<file path="config.mk">
export PLATFORM = sky130hd
export DESIGN_NAME = pe
export DESIGN_NICKNAME = d
export VERILOG_FILES = /design/src/rtl/pe_pkg.sv /design/src/rtl/pe_mac.sv /design/src/rtl/pe.sv
export SDC_FILE = /design/constraint.sdc
export NUM_CORES = 1
export LEC_CHECK = 0
export CAP_MARGIN = 20
export CORE_MARGIN = 5
export CORE_UTILIZATION = 56
export CTS_BUF_LIST = sky130_fd_sc_hd__clkbuf_4 sky130_fd_sc_hd__clkbuf_8 sky130_fd_sc_hd__clkbuf_16
export CTS_CLUSTER_SIZE = 14
export DETAILED_ROUTE_END_ITERATION = 16
export GPL_TIMING_DRIVEN = 0
export PLACE_DENSITY = 0.78
export SLEW_MARGIN = 20
export SYNTH_ARGS = -nofsm -noshare
export SYNTH_HDL_FRONTEND = slang
export SYNTH_HIERARCHICAL = 1
export SYNTH_SLANG_ARGS = --single-unit
</file>
<file path="constraint.sdc">
create_clock -name clk -period 12.6 [get_ports clk]
set_input_delay 2.52 -clock clk [delete_from_list [all_inputs] [get_ports clk]]
set_output_delay 2.52 -clock clk [all_outputs]
set_load 0.01 [all_outputs]
</file>
<file path="src/rtl/pe_pkg.sv">
// Shared widths, default scratchpad depths and controller states for the PE.
// No logic here; PE_SAT_EN (handled in pe_mac) selects saturating psum arithmetic.
// Backpressure: n/a.
package pe_pkg;
    localparam int DATA_W          = 8;
    localparam int PSUM_W          = 24;
    localparam int WSPAD_DEPTH_DEF = 64;
    localparam int ISPAD_DEPTH_DEF = 16;

    typedef enum logic [2:0] {IDLE, LOAD, MAC, IPSUM, OUT, DONE} state_t;

    localparam logic signed [PSUM_W-1:0] PSUM_MAX = {1'b0, {(PSUM_W-1){1'b1}}};
    localparam logic signed [PSUM_W-1:0] PSUM_MIN = {1'b1, {(PSUM_W-1){1'b0}}};
endpackage

</file>
<file path="src/rtl/pe_mac.sv">
// 8x8 signed multiply into a 24-bit accumulator, plus psum add and clear.
// Latency: result visible in acc one cycle after mac_en/add_en. Wraps unless PE_SAT_EN.
// Backpressure: none; the controller decides when to step.
module pe_mac
    import pe_pkg::*;
(
    input  logic                     clk,
    input  logic                     rst,
    input  logic                     clr,
    input  logic                     mac_en,
    input  logic                     add_en,
    input  logic signed [DATA_W-1:0] w,
    input  logic signed [DATA_W-1:0] x,
    input  logic signed [PSUM_W-1:0] add_val,
    output logic signed [PSUM_W-1:0] acc
);
    logic signed [2*DATA_W-1:0] prod;
    logic signed [PSUM_W-1:0]   addend;
    logic signed [PSUM_W:0]     sum;
    logic signed [PSUM_W-1:0]   acc_nxt;

    assign prod   = w * x;
    assign addend = mac_en ? PSUM_W'(prod) : add_val;
    assign sum    = (PSUM_W+1)'(acc) + (PSUM_W+1)'(addend);

    always_comb begin
        acc_nxt = sum[PSUM_W-1:0];
`ifdef PE_SAT_EN
        // Top two sum bits disagree only on signed overflow.
        if (sum[PSUM_W] != sum[PSUM_W-1]) begin
            acc_nxt = sum[PSUM_W] ? PSUM_MIN : PSUM_MAX;
        end
`else
`endif
    end

    always_ff @(posedge clk) begin
        if (!rst) begin
            acc <= '0;
        end else if (clr) begin
            acc <= '0;
        end else if (mac_en || add_en) begin
            acc <= acc_nxt;
        end
    end
endmodule

</file>
<file path="src/rtl/pe.sv">
// Row-stationary conv PE: loads filters once and an ifmap row set per ifmap, emits F*E psums per ifmap.
// Latency: S*C MAC cycles per output, opsum_enable the cycle after the ipsum transfer. PE_SAT_EN saturates.
// Backpressure: registered readies drop after every transfer; opsum held stable while opsum_ready is low.
module pe
    import pe_pkg::*;
#(
    parameter int WSPAD_DEPTH = WSPAD_DEPTH_DEF,
    parameter int ISPAD_DEPTH = ISPAD_DEPTH_DEF
) (
    input  logic                     clk,
    input  logic                     rst,
    input  logic signed [DATA_W-1:0] ifmap_noc,
    input  logic                     ifmap_enable,
    output logic                     ifmap_ready,
    input  logic signed [DATA_W-1:0] weight_noc,
    input  logic                     weight_enable,
    output logic                     weight_ready,
    input  logic signed [PSUM_W-1:0] ipsum_noc,
    input  logic                     ipsum_enable,
    output logic                     ipsum_ready,
    output logic signed [PSUM_W-1:0] opsum_noc,
    output logic                     opsum_enable,
    input  logic                     opsum_ready,
    input  logic [3:0]               iw_size,
    input  logic [3:0]               c,
    input  logic [3:0]               f,
    input  logic [3:0]               n,
    input  logic [3:0]               o
);
    localparam int WA = $clog2(WSPAD_DEPTH);
    localparam int IA = $clog2(ISPAD_DEPTH);

    state_t state;
    logic [3:0] cfg_s, cfg_c, cfg_f, cfg_n, cfg_o;
    logic [3:0] s_idx, ch_idx, e_idx, k_idx, n_idx;
    logic [12:0] w_cnt, i_cnt;
    logic [WA-1:0] w_ptr;
    logic [IA-1:0] i_ptr;

    logic signed [DATA_W-1:0] wspad [WSPAD_DEPTH];
    logic signed [DATA_W-1:0] ispad [ISPAD_DEPTH];
    logic signed [DATA_W-1:0] w_rd, i_rd;

    logic w_fire, i_fire, p_fire, o_fire;
    logic w_done, i_done, mac_last, mac_clr;
    logic [12:0] s_len, c_len, f_len, row_len, w_total, i_total, w_addr, i_addr;

    assign w_fire = weight_enable && weight_ready;
    assign i_fire = ifmap_enable && ifmap_ready;
    assign p_fire = ipsum_enable && ipsum_ready;
    assign o_fire = opsum_enable && opsum_ready;

    assign s_len   = 13'(cfg_s) + 13'd1;
    assign c_len   = 13'(cfg_c) + 13'd1;
    assign f_len   = 13'(cfg_f) + 13'd1;
    assign row_len = 13'(cfg_s) + 13'(cfg_o) + 13'd1;
    assign w_total = s_len * c_len * f_len;
    assign i_total = row_len * c_len;
    assign w_done  = (w_cnt == w_total);
    assign i_done  = (i_cnt == i_total);

    // Channel is the fastest index in both scratchpad layouts.
    assign w_addr = (13'(k_idx) * s_len + 13'(s_idx)) * c_len + 13'(ch_idx);
    assign i_addr = (13'(e_idx) + 13'(s_idx)) * c_len + 13'(ch_idx);
    assign w_rd   = wspad[WA'(w_addr % 13'(WSPAD_DEPTH))];
    assign i_rd   = ispad[IA'(i_addr % 13'(ISPAD_DEPTH))];

    assign mac_last = (s_idx == cfg_s) && (ch_idx == cfg_c);
    assign mac_clr  = (state == LOAD) || o_fire;

    always_ff @(posedge clk) begin
        if (w_fire) wspad[w_ptr] <= weight_noc;
        if (i_fire) ispad[i_ptr] <= ifmap_noc;
    end

    always_ff @(posedge clk) begin
        if (!rst) begin
            state        <= IDLE;
            cfg_s        <= '0;
            cfg_c        <= '0;
            cfg_f        <= '0;
            cfg_n        <= '0;
            cfg_o        <= '0;
            s_idx        <= '0;
            ch_idx       <= '0;
            e_idx        <= '0;
            k_idx        <= '0;
            n_idx        <= '0;
            w_cnt        <= '0;
            i_cnt        <= '0;
            w_ptr        <= '0;
            i_ptr        <= '0;
            weight_ready <= 1'b0;
            ifmap_ready  <= 1'b0;
            ipsum_ready  <= 1'b0;
            opsum_enable <= 1'b0;
        end else begin
            case (state)
                IDLE: begin
                    cfg_s <= iw_size;
                    cfg_c <= c;
                    cfg_f <= f;
                    cfg_n <= n;
                    cfg_o <= o;
                    state <= LOAD;
                end
                LOAD: begin
                    if (w_fire) begin
                        w_cnt <= w_cnt + 13'd1;
                        w_ptr <= (w_ptr == WA'(WSPAD_DEPTH - 1)) ? '0 : w_ptr + 1'b1;
                    end
                    if (i_fire) begin
                        i_cnt <= i_cnt + 13'd1;
                        i_ptr <= (i_ptr == IA'(ISPAD_DEPTH - 1)) ? '0 : i_ptr + 1'b1;
                    end
                    // A ready never stays high across its own transfer.
                    weight_ready <= !w_fire && !w_done;
                    ifmap_ready  <= !i_fire && !i_done;
                    if (w_done && i_done) begin
                        i_cnt  <= '0;
                        i_ptr  <= '0;
                        s_idx  <= '0;
                        ch_idx <= '0;
                        state  <= MAC;
                    end
                end
                MAC: begin
                    if (ch_idx == cfg_c) begin
                        ch_idx <= '0;
                        s_idx  <= s_idx + 4'd1;
                    end else begin
                        ch_idx <= ch_idx + 4'd1;
                    end
                    if (mac_last) begin
                        s_idx       <= '0;
                        ipsum_ready <= 1'b1;
                        state       <= IPSUM;
                    end
                end
                IPSUM: begin
                    if (p_fire) begin
                        ipsum_ready  <= 1'b0;
                        opsum_enable <= 1'b1;
                        state        <= OUT;
                    end
                end
                OUT: begin
                    if (o_fire) begin
                        opsum_enable <= 1'b0;
                        if (e_idx == cfg_o) begin
                            e_idx <= '0;
                            if (k_idx == cfg_f) begin
                                k_idx <= '0;
                                if (n_idx == cfg_n) begin
                                    state <= DONE;
                                end else begin
                                    n_idx <= n_idx + 4'd1;
                                    state <= LOAD;
                                end
                            end else begin
                                k_idx <= k_idx + 4'd1;
                                state <= MAC;
                            end
                        end else begin
                            e_idx <= e_idx + 4'd1;
                            state <= MAC;
                        end
                    end
                end
                DONE: begin
                    state <= DONE;
                end
                default: state <= IDLE;
            endcase
        end
    end

    pe_mac u_mac (
        .clk     (clk),
        .rst     (rst),
        .clr     (mac_clr),
        .mac_en  (state == MAC),
        .add_en  (p_fire),
        .w       (w_rd),
        .x       (i_rd),
        .add_val (ipsum_noc),
        .acc     (opsum_noc)
    );
endmodule

</file>
clock_map.png
Scale: 1 px per micron.
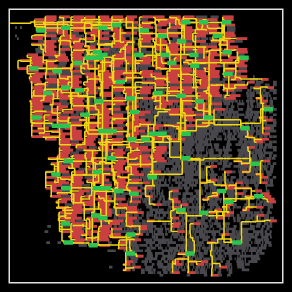
[clock wires] yellow | length: 9210 microns
[cells driving clock nets] green | count: 76
[flip-flops] red | count: 747
routed clock nets	77
flops lie	all over the die

zoom.png
Window x 194 to 214, y 58 to 78 microns. Cells in grey, sequential cells in the stronger grey; small squares are vias.
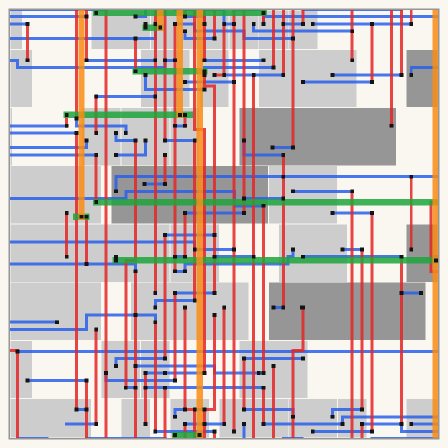
layer	colour
met1	blue
met2	red
met3	green
met4	orange
sequential cells in the window	3
cells with their middle in the window	31
netlist names of flops here include	`k_idx` (2), `cfg_f` (1)
most frequent	clkbuf_1 (5), xor2_1 (4)

==> flow.log <==
[report] implementation figures
INFO  metric final-instance-count-excl-fill = between 3000 and 4000
INFO  metric syn_area = between 30000 and 40000 sq um
INFO  metric critical_path_peak_fanout = 7
INFO  metric synth.ff_latch_count = between 700 and 800
INFO  metric power.share.switching = ~25%
INFO  metric warning_total_across_the_stage_logs = 32
INFO  metric yosys-top-cells-count = 640 x sky130_fd_sc_hd__edfxtp_1, 201 x sky130_fd_sc_hd__inv_1, 200 x sky130_fd_sc_hd__mux4_2, 196 x sky130_fd_sc_hd__nor2_1, 183 x sky130_fd_sc_hd__nand2_1
INFO  metric fillers = 4487
INFO  metric finalSetupViolations = 0
INFO  metric floorplan.nets = around 3000
INFO  metric final-hold-violation-count = 0
INFO  metric postLayoutCoreUtil = between 60% and 70%
INFO  metric pwr-share-clk = a little under 40%
INFO  metric lay_top_cells = 640 x sky130_fd_sc_hd__edfxtp_1, 201 x sky130_fd_sc_hd__inv_1, 200 x sky130_fd_sc_hd__mux4_2, 196 x sky130_fd_sc_hd__nor2_1, 179 x sky130_fd_sc_hd__nand2_1
INFO  metric cts-root-to-sink-buffers = 3
INFO  metric clock_sink_count = 747
INFO  metric run_status = complete, no violations
INFO  metric dpl_cell_area = slightly above 40000 sq um
INFO  metric largest_reg_flops = just over 500
INFO  metric chip_area = 74000 sq um
INFO  metric p_total = between 5000 and 6000 uW
INFO  metric layout_top_cell_excl_fill_tap = sky130_fd_sc_hd__edfxtp_1
INFO  metric sequentialPowerShare = roughly 47%
INFO  metric simple_gate_area_share = 8.81%
INFO  metric powerClk = about 2300 uW
INFO  metric port-buffer-count = between 90 and 100
INFO  metric hold_path_startpoint = u_mac/acc[18]
INFO  metric ys_dominant_reg_cell = sky130_fd_sc_hd__edfxtp_1
INFO  metric post-dp-hpwl = roughly 65000 microns
INFO  metric num_cts_buffers = 76
INFO  metric drt_drc_violations_left = 0
INFO  metric critPathRequiredTime = around 13 ns
INFO  metric yosys.cell_types.count = about 80
INFO  metric cpMaxStageDelayCell = sky130_fd_sc_hd__fa_2
INFO  metric worst_path_largest_cell_delay = 0.63 ns
INFO  metric die-width = around 270 microns
INFO  metric fin_nets = around 3300
final_congestion.png
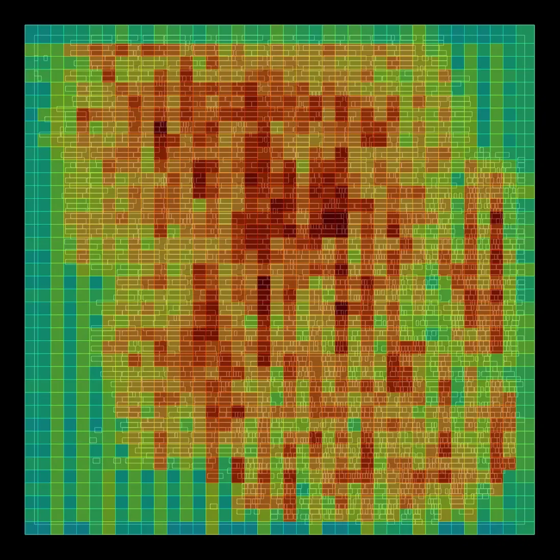
GR peak layer: met2
overall routing resource usage: 27.3%
wire per inst: 26.3 microns
met3 GRT Util: 5.41%

met4.png
Scale: 1.5 px per micron. Cells faint in the background.
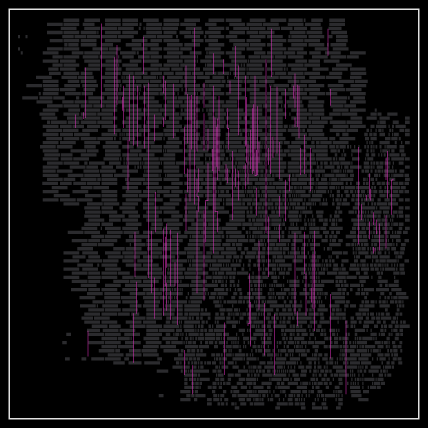
wire length on this layer	4200 microns
main direction	vertical
share of all routed wire	4.1%
nets with wire on the layer	112

==> area by class of cell <==
| type | instances | share of cell area [%] |
|---|---|---|
| Multi-Input combinational cell | 1646 | 37.5 |
| Clock inverter | 42 | 0.910 |
| Sequential cell | 747 | 48.4 |
| Inverter | 201 | 1.71 |
| Tap cell | 882 | 2.50 |
| Clock buffer | 92 | 4.68 |
| Timing Repair Buffer | 139 | 3.22 |
| Buffer | 104 | 1.08 |
==> how the worst max path moves through the flow <==
stage / end / slack, ns
2_1_floorplan: u_mac/acc[23] / 0.13
3_3_place_gp: u_mac/acc[23] / -1.87
3_5_place_dp: u_mac/acc[23] / -2.14
4_1_cts: u_mac/acc[23] / 0.03
5_1_grt: u_mac/acc[22] / -0.15
6_report: u_mac/acc[22] / 0.29
Power and IR drop assume default switching activity.
